--- config.mk ---
export PLATFORM = sky130hd
export DESIGN_NAME = mul_seq
export DESIGN_NICKNAME = d
export VERILOG_FILES = /design/src/rtl/mul_seq_pkg.sv /design/src/rtl/mul_seq_fifo.sv /design/src/rtl/mul_seq.sv
export SDC_FILE = /design/constraint.sdc
export NUM_CORES = 1
export LEC_CHECK = 0
export ABC_AREA = 0
export CORE_MARGIN = 2
export CORE_UTILIZATION = 52
export DETAILED_ROUTE_END_ITERATION = 8
export PLACE_DENSITY = 0.85
export SETUP_SLACK_MARGIN = 0.15
export SYNTH_ARGS = -nofsm -noshare
export SYNTH_HDL_FRONTEND = slang
export SYNTH_HIERARCHICAL = 1
export SYNTH_SLANG_ARGS = --single-unit
export TNS_END_PERCENT = 1
--- constraint.sdc ---
create_clock -name CLK -period 4 [get_ports CLK]
set_input_delay 0.6 -clock CLK [delete_from_list [all_inputs] [get_ports CLK]]
set_output_delay 0.6 -clock CLK [all_outputs]
set_load 0.01 [all_outputs]
--- src/rtl/mul_seq_pkg.sv ---
// mul_seq_pkg: shared widths, FSM states and operand-pair layout for the multiplier sequencer
package mul_seq_pkg;
  localparam int DATA_W = 32;
  localparam int PROD_W = 64;
  localparam int PAIR_W = 2 * DATA_W;
  typedef enum logic [1:0] {IDLE, ISSUE, RUN, HOLD} state_t;
  typedef struct packed {
    logic [DATA_W-1:0] a;
    logic [DATA_W-1:0] b;
  } pair_t;
  function automatic logic has_zero(input pair_t p);
    return p.a == '0 || p.b == '0;
  endfunction
endpackage

--- src/rtl/mul_seq_fifo.sv ---
// mul_seq_fifo: DEPTH-entry operand pair buffer; pointers wrap naturally since DEPTH is a power of two
module mul_seq_fifo import mul_seq_pkg::*; #(
  parameter int DEPTH = 4
) (
  input  logic              clk,
  input  logic              rst,
  input  logic              push,
  input  logic              pop,
  input  logic [PAIR_W-1:0] din,
  output logic [PAIR_W-1:0] dout,
  output logic              full,
  output logic              empty
);
  localparam int AW = $clog2(DEPTH);
  logic [PAIR_W-1:0] mem [DEPTH];
  logic [AW-1:0] wr_ptr, rd_ptr;
  logic [AW:0] count;
  assign dout = mem[rd_ptr];
  assign full = count == (AW+1)'(DEPTH);
  assign empty = count == '0;
  always_ff @(posedge clk) begin
    if (rst) begin
      wr_ptr <= '0;
      rd_ptr <= '0;
      count <= '0;
    end else begin
      if (push) begin
        mem[wr_ptr] <= din;
        wr_ptr <= wr_ptr + AW'(1);
      end
      if (pop) rd_ptr <= rd_ptr + AW'(1);
      count <= count + (AW+1)'(push) - (AW+1)'(pop);
    end
  end
endmodule

--- src/rtl/mul_seq.sv ---
// mul_seq: queues operand pairs and drives an external multiplier one product at a time.
// Define MUL_SEQ_ZERO_BYPASS_EN to short-circuit pairs with a zero operand straight to HOLD.
module mul_seq import mul_seq_pkg::*; #(
  parameter int DEPTH = 4
) (
  input  logic              CLK,
  input  logic              RST,
  input  logic              in_valid,
  output logic              in_ready,
  input  logic [DATA_W-1:0] in_a,
  input  logic [DATA_W-1:0] in_b,
  output logic              mul_beg,
  output logic [DATA_W-1:0] mul_a,
  output logic [DATA_W-1:0] mul_b,
  input  logic [PROD_W-1:0] mul_c,
  input  logic              mul_finish,
  output logic              out_valid,
  input  logic              out_ready,
  output logic [PROD_W-1:0] out_c,
  output logic              busy
);
  state_t state, state_nx;
  pair_t head;
  logic [1:0] run_cnt;
  logic full, empty, push, pop, bypass, capture;
  assign in_ready = !RST && !full;
  assign push = in_valid && in_ready;
  assign mul_beg = state == RUN;
  assign out_valid = state == HOLD;
  assign busy = state != IDLE || !empty;
  mul_seq_fifo #(.DEPTH(DEPTH)) u_fifo (
    .clk(CLK),
    .rst(RST),
    .push(push),
    .pop(pop),
    .din({in_a, in_b}),
    .dout(head),
    .full(full),
    .empty(empty)
  );
`ifdef MUL_SEQ_ZERO_BYPASS_EN
  assign bypass = has_zero(head);
`else
  assign bypass = 1'b0;
`endif
  // mul_finish may still be high from the previous product, so it is only trusted from the third RUN cycle
  always_comb begin
    state_nx = state;
    pop = 1'b0;
    capture = 1'b0;
    case (state)
      IDLE: pop = !empty;
      ISSUE: state_nx = RUN;
      RUN: begin
        capture = mul_finish && run_cnt == 2'd2;
        state_nx = capture ? HOLD : RUN;
      end
      HOLD: begin
        pop = out_ready && !empty;
        state_nx = out_ready ? IDLE : HOLD;
      end
      default: state_nx = IDLE;
    endcase
    if (pop) state_nx = bypass ? HOLD : ISSUE;
  end
  always_ff @(posedge CLK) begin
    if (RST) begin
      state <= IDLE;
      run_cnt <= '0;
      mul_a <= '0;
      mul_b <= '0;
      out_c <= '0;
    end else begin
      state <= state_nx;
      run_cnt <= state != RUN ? 2'd0 : run_cnt + 2'(run_cnt != 2'd2);
      if (pop) begin
        mul_a <= head.a;
        mul_b <= head.b;
      end
      if (capture || (pop && bypass)) out_c <= capture ? mul_c : '0;
    end
  end
endmodule

==> reports/metrics.cfg <==
[setup_path]
cp_slowest_cell=dfxtp_1
critPathCaptureType=flip-flop
r2r-start=state[0]
worst-r2r-setup-slack_ns=1.25

[final_layout]
final_cell_area_um2=18800
inv_count=11
largest_reg_flops=256
nClkBuffers=54
comb_area_um2=3690

[pwr]
netSwitchingPower_uw=3350
seq_power_uw=4930
top_power_group=registers
intPower_uw=8290
p_comb_uw=3010
finalPower_uw=11600

[logic_synthesis]
fp_nets=1126
simple_gate_area_share_pct=6.49
synth_warnings=6
yosys-top-cells-count=edfxtp_1, dfxtp_1, a21oi_1, nand2_1, nand3_1

[clocking]
cts_made_buffers=39

[route]
dr.max_layer_used=met5
met3_length_mm=2.69
met2_length_mm=16.5
wl_met1_mm=12.9

[die]
die_w_um=172
num_rows=61

[placement]
place_congestion=0.762
post-place-ws_ns=0.987

[timing]
slew_headroom_pct=26.0
finalClockPeriodUsage_pct=68.7
drv_slew=0
finalHoldViolations=0
finalClockSkew_ns=0.0186
worst_pin_slew_ns=1.11
holdWs_ns=0.455
fin_ws_ns=1.25

[grt]
grt_overflow=0
grt_max_degree=77

[status]
outcome=finished clean

==> images/layer_met1.png <==
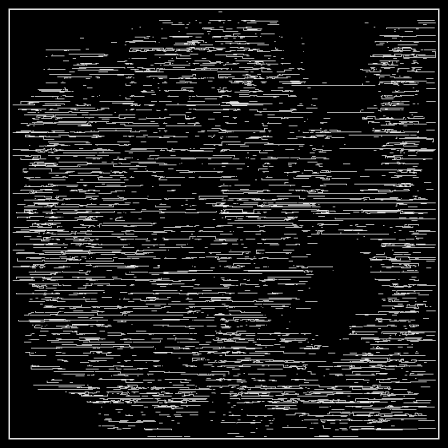
longest straight run: 55.2 µm
share of all routed wire: 39%
nets with wire on the layer: 1228
main direction: horizontal

==> images/layer_met2.png <==
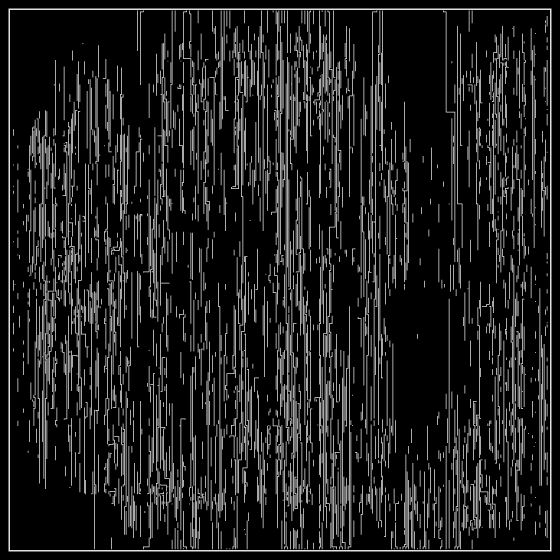
share of all routed wire: 50%
main direction: vertical
wire length on this layer: 16500 µm
nets with wire on the layer: 1205

==> images/layer_met3.png <==
Bar = 50 µm. Cells faint in the background.
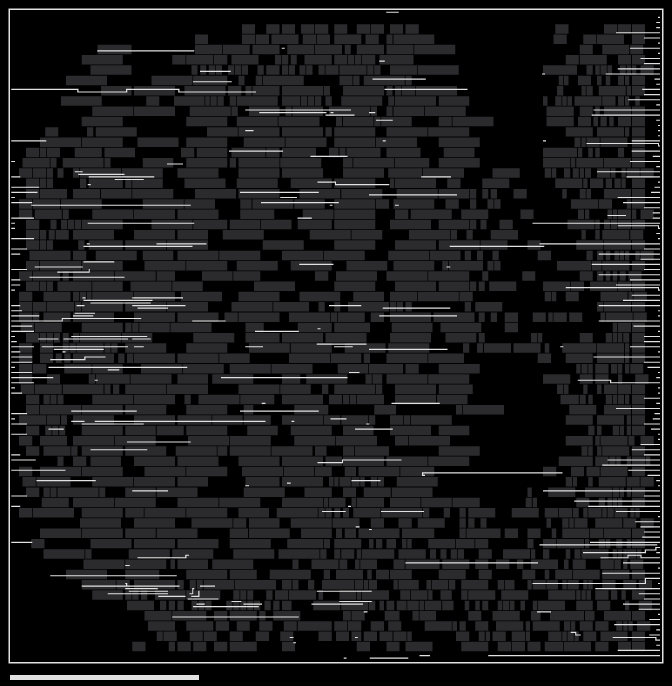
wire length on this layer: 2690 µm
longest straight run: 45.1 µm

==> images/layer_met4.png <==
Bar = 50 µm.
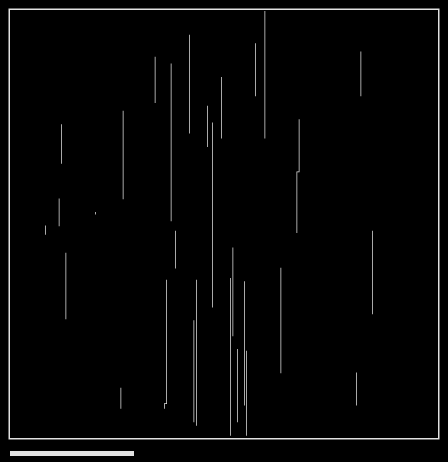
longest straight run: 74.1 µm
share of all routed wire: 2.8%
nets with wire on the layer: 19

==> images/congestion.png <==
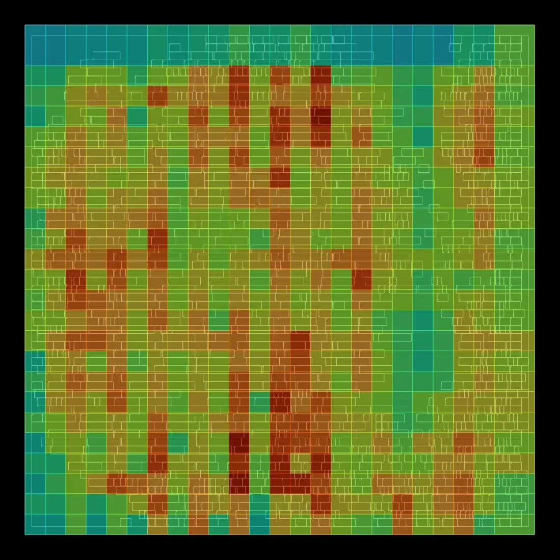
Core Util, Final: 67.6%
met2 Use GR: 38.3%

